**config.mk**
```make
export PLATFORM = sky130hd
export DESIGN_NAME = irq_pending_ctrl
export DESIGN_NICKNAME = d
export VERILOG_FILES = /design/src/rtl/irq_pkg.sv /design/src/rtl/irq_pri_enc8.sv /design/src/rtl/irq_pending_ctrl.sv
export SDC_FILE = /design/constraint.sdc
export NUM_CORES = 1
export LEC_CHECK = 0
export ABC_AREA = 0
export ABC_CLOCK_PERIOD_IN_PS = 3450
export CELL_PAD_IN_SITES_DETAIL_PLACEMENT = 0
export CELL_PAD_IN_SITES_GLOBAL_PLACEMENT = 1
export CORE_MARGIN = 2
export CORE_UTILIZATION = 37
export CTS_BUF_LIST = sky130_fd_sc_hd__clkbuf_8
export CTS_CLUSTER_DIAMETER = 30
export DETAILED_ROUTE_END_ITERATION = 10
export GPL_ROUTABILITY_DRIVEN = 0
export PLACE_DENSITY_LB_ADDON = 0.1
export SKIP_CTS_REPAIR_TIMING = 1
export SYNTH_ARGS = -nofsm -noshare
export SYNTH_HDL_FRONTEND = slang
export SYNTH_SLANG_ARGS = --single-unit
export TNS_END_PERCENT = 5
```
**constraint.sdc**
```tcl
create_clock -name clk -period 3.45 [get_ports clk]
set_input_delay 0.69 -clock clk [delete_from_list [all_inputs] [get_ports clk]]
set_output_delay 0.69 -clock clk [all_outputs]
set_load 0.1 [all_outputs]
```
**src/rtl/irq_pkg.sv**
```systemverilog
// Shared definitions for the interrupt pending controller.
// Holds the line count, the encoded vector width and the delivery FSM states.
package irq_pkg;

  localparam int NUM_IRQ  = 8;
  localparam int IRQ_ID_W = 3;

  // IDLE evaluates the candidates; PRESENT holds one vector until accepted.
  typedef enum logic {
    IDLE,
    PRESENT
  } state_t;

endpackage

```
**src/rtl/irq_pri_enc8.sv**
```systemverilog
// Eight-input priority encoder.
// Ports:
//   req  - candidate lines, bit 7 has highest priority
//   idx  - index of the highest set bit of req (0 when req is 0)
//   any  - at least one bit of req is set
module irq_pri_enc8
  import irq_pkg::*;
(
  input  logic [NUM_IRQ-1:0]  req,
  output logic [IRQ_ID_W-1:0] idx,
  output logic                any
);

  // Scan upward so that a higher set bit overwrites any lower one, leaving
  // the index of the highest-priority request.
  always_comb begin
    idx = '0;
    any = 1'b0;
    for (int i = 0; i < NUM_IRQ; i++) begin
      if (req[i]) begin
        idx = IRQ_ID_W'(i);
        any = 1'b1;
      end
    end
  end

endmodule

```
**src/rtl/irq_pending_ctrl.sv**
```systemverilog
// Interrupt front end: rising-edge detection on eight request lines, a
// pending register, sticky overflow and delivery of the highest-priority
// unmasked pending line over a valid/ready handshake.
// Ports:
//   clk, reset  - clock and asynchronous active-high reset
//   irq_in      - request lines; each 0->1 transition is one request
//   mask        - 1 enables a line for delivery (masked lines still latch)
//   vec_valid   - a vector is offered
//   vec_ready   - consumer accepts when vec_valid & vec_ready
//   vec_id      - offered line index, frozen while offered
//   pending     - current pending register
//   overflow    - sticky, a rise hit a line that was already pending
module irq_pending_ctrl
  import irq_pkg::*;
(
  input  logic                clk,
  input  logic                reset,
  input  logic [NUM_IRQ-1:0]  irq_in,
  input  logic [NUM_IRQ-1:0]  mask,
  output logic                vec_valid,
  input  logic                vec_ready,
  output logic [IRQ_ID_W-1:0] vec_id,
  output logic [NUM_IRQ-1:0]  pending,
  output logic                overflow
);

  logic [NUM_IRQ-1:0]  irq_q;
  logic [NUM_IRQ-1:0]  rise;
  logic [NUM_IRQ-1:0]  clr;
  logic [NUM_IRQ-1:0]  cand;
  logic [IRQ_ID_W-1:0] enc_idx;
  logic                enc_any;
  logic                handshake;
  logic                load_id;
  state_t              state, next_state;

  // Edge detection, handshake decode and the one-hot clear of the accepted
  // line. The clear only exists while a vector is actually being offered,
  // so vec_ready in IDLE has no effect.
  always_comb begin
    rise      = irq_in & ~irq_q;
    handshake = (state == PRESENT) && vec_ready;
    clr       = handshake ? (NUM_IRQ'(1) << vec_id) : '0;
    cand      = pending & mask;
  end

  irq_pri_enc8 u_enc (
    .req (cand),
    .idx (enc_idx),
    .any (enc_any)
  );

  // Request bookkeeping. A new rise and a clear on the same line keep the
  // line pending: the fresh request is a distinct event and is not an
  // overflow because the old one was just consumed.
  always_ff @(posedge clk or posedge reset) begin
    if (reset) begin
      irq_q    <= '0;
      pending  <= '0;
      overflow <= 1'b0;
    end else begin
      irq_q   <= irq_in;
      pending <= (pending & ~clr) | rise;
      if (|(rise & pending & ~clr)) begin
        overflow <= 1'b1;
      end
    end
  end

  // Delivery FSM state register.
  always_ff @(posedge clk or posedge reset) begin
    if (reset) begin
      state <= IDLE;
    end else begin
      state <= next_state;
    end
  end

  // Next-state and offer logic. The winner is chosen only in IDLE, so a
  // mask change or higher-priority arrival never retracts an offer.
  always_comb begin
    next_state = state;
    vec_valid  = 1'b0;
    load_id    = 1'b0;
    unique case (state)
      IDLE: begin
        if (enc_any) begin
          load_id    = 1'b1;
          next_state = PRESENT;
        end
      end
      PRESENT: begin
        vec_valid = 1'b1;
        if (vec_ready) begin
          next_state = IDLE;
        end
      end
      default: next_state = IDLE;
    endcase
  end

  // Offered index register, captured on the IDLE->PRESENT transition and
  // otherwise held.
  always_ff @(posedge clk or posedge reset) begin
    if (reset) begin
      vec_id <= '0;
    end else if (load_id) begin
      vec_id <= enc_idx;
    end
  end

endmodule
```
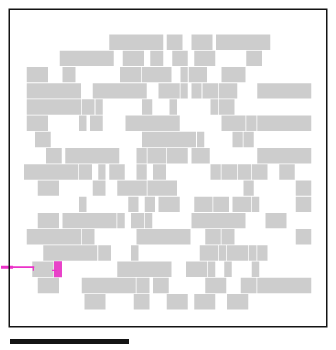
(run_1/port_trees.png)
Bar = 20 microns.
Key: reset = magenta [bits 1, direction input, edge left, end cells 1, wire 4.60 microns]

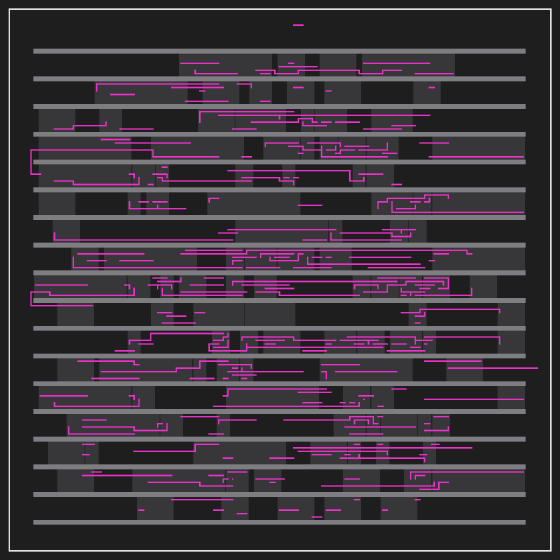
(run_1/m1.png)
Supply wires on this layer in grey.
The longest straight run is 21.6 microns. 115 nets have wire on it.

==> deck_impl_summary.md, run 1 <==
Flow Results at a Glance

Hold path
  – Min-Delay Endpoint: pending[2]$_DFF_PP0_
  – Hold Startpoint: irq_q[2]$_DFF_PP0_
  – Tightest Hold Check Type: flop to flop
  – Worst hold path depth: 1

Finish
  – Flop area: 526 sq um
  – Layout cells sized above 1: 16.2%
  – NonClk Buf Share: 22.6%
  – Top Layout Cells: dfrtp_1, clkdlybuf4s50_1, nand2_1
  – Post-Layout Cell Count: 145
  – Non-Clock Buffer Count: 31
  – Flops: 21
  – Largest cell class by area: registers
  – CLK BUF: 3
  – ClkCell Share: 3.60%
  – Fraction of area in registers: 42.0%
  – Top logic cell by instance count in the layout: dfrtp_1
  – Diode count: 0
  – Final Util: 56.0%
  – Top Registers: irq_q x8, pending x8, vec_id x3
  – Final Instance Area: 1250 sq um

Logic synthesis
  – Most common cell in the netlist: dfrtp_1
  – Top cells by count, synth: dfrtp_1, nand2_1, o21ai_0
  – Count of library flops with an enable pin: 0
  – Simple share: 20.6%
  – Yosys adder share: 0%
  – Synth Warn #: 0
  – Ys flop type: dfrtp_1
  – YS chip area: 888 sq um
  – Post-synth net total: 101
  – Synthesized area per cell: 10.8 sq um
  – Post-synth mux share: 2.54%
  – Top logic family: simple AND/OR/NAND/NOR gates
  – Post-synth regs: 21

Final timing
  – Worst slew margin: 35.1%
  – Final number of max-transition violations: 0
  – RSZ-0062 raised after global routing: false
  – Setup TNS: 0 ns
  – Final setup vio count: 0
  – Fmax: 0.403 GHz
  – Slew of the pin with the lowest slew margin: 0.971 ns

Clock tree
  – Clk sinks: 21
  – CTS tree: yes
  – H-tree levels: 1
  – Reg clk slew, reported paths: 0.08 ns
  – CTS Buffer Depth: 2

Power and ir drop
  – Sequential power share: 32.3%
  – Pleak: 0.526 nW
  – Total Power: 1.17 mW
  – Clk power: 160 uW
  – PD cells: 932 nW/um^2
  – Comb power frac: 54.0%
  – Combinational gate power: 629 uW

Placed design
  – I/O Buffers: 31
  – HPWL after detailed placement: 1.56 mm
  – Placed Cells: 141
  – Post-Place Setup Slack: 0.926 ns

Worst setup path
  – Crit-path slowest cell: clkdlybuf4s50_1
  – Crit path from: pending[0]$_DFF_PP0_
  – Worst R2R Start: vec_id[1]$_DFFE_PP0P_
  – Setup crit end: pending[0]
  – Req. time, crit path: 2.76 ns
  – CP cell instances: clkdlybuf4s50_1
  – Max incr delay on CP: 1.14 ns
  – RR Endpoint: overflow$_DFFE_PP0P_
  – Reg2Reg Setup Slack: 1.64 ns
  – Startpoint Class: flop
  – WS Path Type: flop to output pin
  – Crit path max-delay family: buffers and inverters

Drt
  – Initial DRT Pass Iterations: 4
  – Routed WL per cell: 14.3 microns
  – Final ANT Viol Nets: 0
  – WL met2: 971 microns
  – Total number of vias: 729
  – Vias per inst: 5.03
  – Iter 0 DRT Violations: 13

Floorplan
  – TAP cells: 28
  – Die ar.: 2810 sq um
  – Die height: 53 microns
  – Rows: 17

Global routing
  – GRT Total Usage: 17.8%
  – M3 GR Usage: 3.39%
  – Top Usage Layer GRT: met2
  – First-pass GRT wire length: 3.44 mm

Run
  – Maximum capacitance violations: 0

Outcome
  – Status: finished, final reports clean
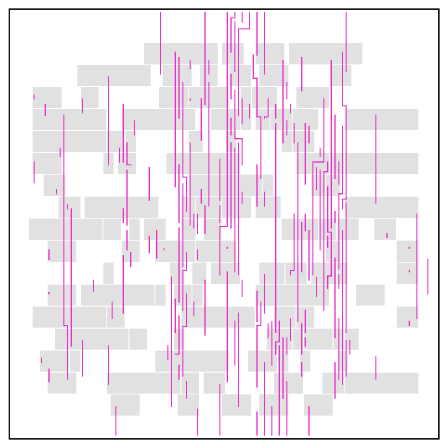
(run_1/m2.png)
The wires run mostly vertical. The layer holds 47% of the routed length. 122 nets have wire on it. The longest straight run is 26.5 microns. The layer carries 971 microns of wire.

==> run_1/congestion_map.png <==
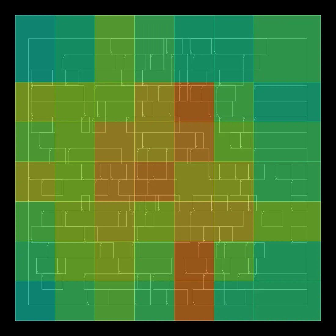

==> run 1 -> run 2 <==
- ABC_CLOCK_PERIOD_IN_PS: 3450 -> 2100
- CORE_UTILIZATION: 37 -> 31
- clock period: 3.45 -> 2.1 ns (I/O delays scaled with it)
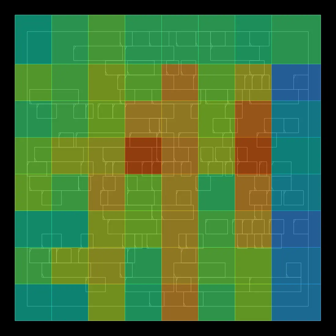
(run_2/congestion_map.png)
Routed WL per cell: 13.9 microns
GRT Total Usage: 14.3%
met1 global-route usage: 19.5%
Final Util: 47.6%

==> deck_impl_summary.md, run 2 <==
Flow Results at a Glance

Outcome
  – Status: finished, final reports clean

Finish
  – Diode count: 0
  – Fraction of area in registers: 40.8%
  – ClkCell Share: 3.56%
  – CLK BUF: 3
  – Flop area: 531 sq um
  – Final Instance Area: 1300 sq um
  – Largest cell class by area: registers
  – NonClk Buf Share: 24.2%
  – Post-Layout Cell Count: 153
  – Layout cells sized above 1: 26.2%
  – Non-Clock Buffer Count: 36
  – Top Layout Cells: clkdlybuf4s50_1, buf_4, dfrtp_1
  – Top Registers: irq_q x8, pending x8, vec_id x3

Logic synthesis
  – Simple share: 20.6%
  – YS chip area: 888 sq um
  – Synth Seq Share: 59.2%
  – Count of library flops with an enable pin: 0
  – Post-synth net total: 101
  – Synth Warn #: 0
  – Top logic family: simple AND/OR/NAND/NOR gates
  – Post-synth mux share: 2.54%
  – Post-synth regs: 21
  – Ys flop type: dfrtp_1
  – Most common cell in the netlist: dfrtp_1
  – Synthesized area per cell: 10.8 sq um
  – Yosys adder share: 0%
  – Top cells by count, synth: dfrtp_1, nand2_1, o21ai_0

Power and ir drop
  – Combinational gate power: 1.07 mW
  – Pleak: 0.552 nW
  – Total Power: 1.96 mW
  – PD cells: 1510 nW/um^2
  – Comb power frac: 54.4%
  – Sequential power share: 32.3%
  – Clk power: 261 uW

Worst setup path
  – Max incr delay on CP: 0.55 ns
  – Req. time, crit path: 2.23 ns
  – Startpoint Class: input pin
  – Crit path from: vec_ready
  – RR Endpoint: overflow$_DFFE_PP0P_
  – Crit-path slowest cell: clkdlybuf4s50_1
  – Setup crit end: overflow$_DFFE_PP0P_
  – CP cell instances: clkdlybuf4s50_1 -> nor3b_1 -> a31oi_1 -> a311o_1 -> or4_1
  – WS Path Type: input pin to flop
  – Worst R2R Start: vec_id[1]$_DFFE_PP0P_
  – Reg2Reg Setup Slack: 0.29 ns
  – Crit path max-delay family: simple AND/OR/NAND/NOR gates

Drt
  – WL met2: 1.02 mm
  – Vias per inst: 4.93
  – Initial DRT Pass Iterations: 4
  – Total number of vias: 755
  – Iter 0 DRT Violations: 19
  – Final ANT Viol Nets: 0

Hold path
  – Min-Delay Endpoint: pending[2]$_DFF_PP0_
  – Tightest Hold Check Type: flop to flop
  – Worst hold path depth: 1

Placed design
  – Placed Cells: 149
  – Post-Place Setup Slack: -0.150 ns
  – I/O Buffers: 31

Run
  – Maximum capacitance violations: 0

Global routing
  – M3 GR Usage: 2.72%
  – First-pass GRT wire length: 3.62 mm
  – Top Usage Layer GRT: met2
  – Initial antenna violation count: 0

Final timing
  – RSZ-0062 raised after global routing: false
  – Final setup vio count: 0
  – Setup TNS: 0 ns
  – Final number of max-transition violations: 0
  – Worst slew margin: 78.7%

Clock tree
  – CTS tree: yes
  – CTS Buffer Depth: 2
  – H-tree levels: 1
  – Reg clk slew, reported paths: 0.08 ns

Floorplan
  – Die ar.: 3310 sq um
  – Rows: 19
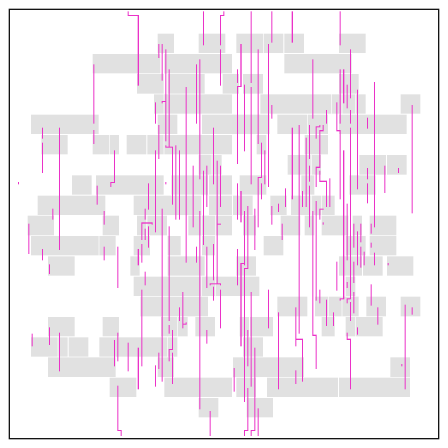
(run_2/m2.png)
The layer holds 48% of the routed length. The longest straight run is 27.9 microns. 124 nets have wire on it.

==> run 2 -> run 3 <==
- CORE_UTILIZATION: 31 -> 29
- CTS_BUF_LIST: sky130_fd_sc_hd__clkbuf_8 -> sky130_fd_sc_hd__clkbuf_16
- SYNTH_HIERARCHICAL: not set -> 1
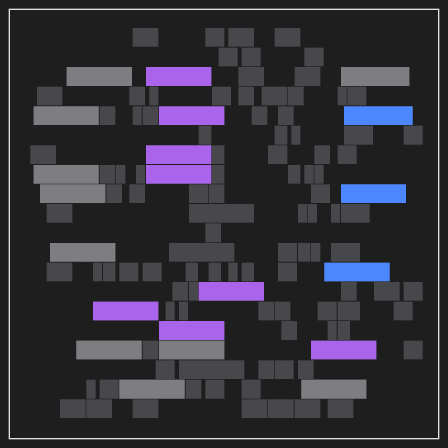
(run_3/ff_map.png)
Other sequential cells in the stronger grey, the rest of the logic in the fainter grey.
Key: vec_id = blue [flops 3]; pending = purple [flops 8]

==> deck_impl_summary.md, run 3 <==
Flow Results at a Glance

Worst setup path
  – Startpoint Class: input pin
  – Reg2Reg Setup Slack: 0.39 ns
  – Max incr delay on CP: 0.53 ns
  – Worst R2R Start: vec_id[1]$_DFFE_PP0P_
  – Req. time, crit path: 2.22 ns
  – RR Endpoint: overflow$_DFFE_PP0P_
  – Crit path max-delay family: simple AND/OR/NAND/NOR gates
  – Setup crit end: overflow$_DFFE_PP0P_

Finish
  – Flop area: 528 sq um
  – Layout cells sized above 1: 18.9%
  – Final Util: 43.7%
  – Post-Layout Cell Count: 155
  – Top logic cell by instance count in the layout: dfrtp_1
  – Non-Clock Buffer Count: 33
  – Top Registers: irq_q x8, pending x8, vec_id x3
  – NonClk Buf Share: 22.3%
  – Top Layout Cells: dfrtp_1, clkdlybuf4s50_1, buf_4
  – Final Instance Area: 1310 sq um
  – Fraction of area in registers: 40.3%

Power and ir drop
  – Sequential power share: 29.3%
  – Pleak: 0.539 nW
  – Clk power: 395 uW
  – Combinational gate power: 1.04 mW
  – Total Power: 2.02 mW

Drt
  – Final ANT Viol Nets: 0
  – Vias per inst: 4.83
  – Initial DRT Pass Iterations: 4
  – WL met2: 1.05 mm
  – Iter 0 DRT Violations: 45
  – Total number of vias: 749
  – Routed WL per cell: 12.8 microns

Floorplan
  – Die height: 59.6 microns
  – Die ar.: 3550 sq um
  – TAP cells: 33
  – Rows: 20

Hold path
  – Min-Delay Endpoint: pending[4]$_DFF_PP0_
  – Tightest Hold Check Type: flop to flop
  – Hold Startpoint: irq_q[4]$_DFF_PP0_

Clock tree
  – CTS Buffer Depth: 2
  – Clk sinks: 21
  – Reg clk slew, reported paths: 0.06 ns
  – H-tree levels: 1
  – CTS tree: yes

Logic synthesis
  – Top cells by count, synth: dfrtp_1, and2_1, nand2_1, nand2b_1, o21ai_0
  – Ys flop type: dfrtp_1
  – Yosys adder share: 0%
  – Top logic family: simple AND/OR/NAND/NOR gates
  – Post-synth net total: 104
  – Simple share: 21.6%
  – YS chip area: 896 sq um
  – Synthesized area per cell: 10.5 sq um
  – Post-synth mux share: 3.77%

Final timing
  – Worst slew margin: 79.3%
  – Setup TNS: 0 ns
  – Final setup vio count: 0
  – RSZ-0062 raised after global routing: false
  – Final number of max-transition violations: 0

Global routing
  – First-pass GRT wire length: 3.28 mm
  – M3 GR Usage: 2.62%
  – Met1 global-route usage: 15.3%
  – GRT Total Usage: 12.7%
  – Top Usage Layer GRT: met2
  – Initial antenna violation count: 0

Outcome
  – Status: finished, final reports clean

Placed design
  – HPWL after detailed placement: 1.57 mm
  – Post-Place Setup Slack: -0.0761 ns
  – Placed Cells: 151
  – I/O Buffers: 31
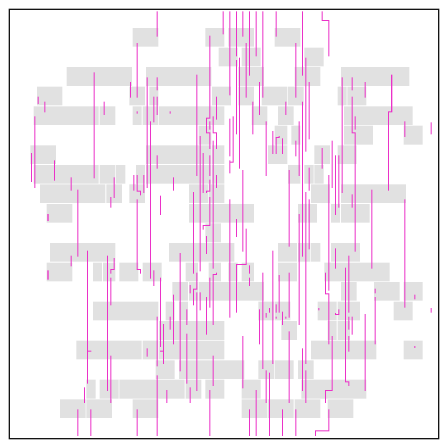
(run_3/m2.png)
The layer carries 1050 microns of wire. The wires run mostly vertical. The layer holds 53% of the routed length. The longest straight run is 23.8 microns.

Power and IR drop assume default switching activity.
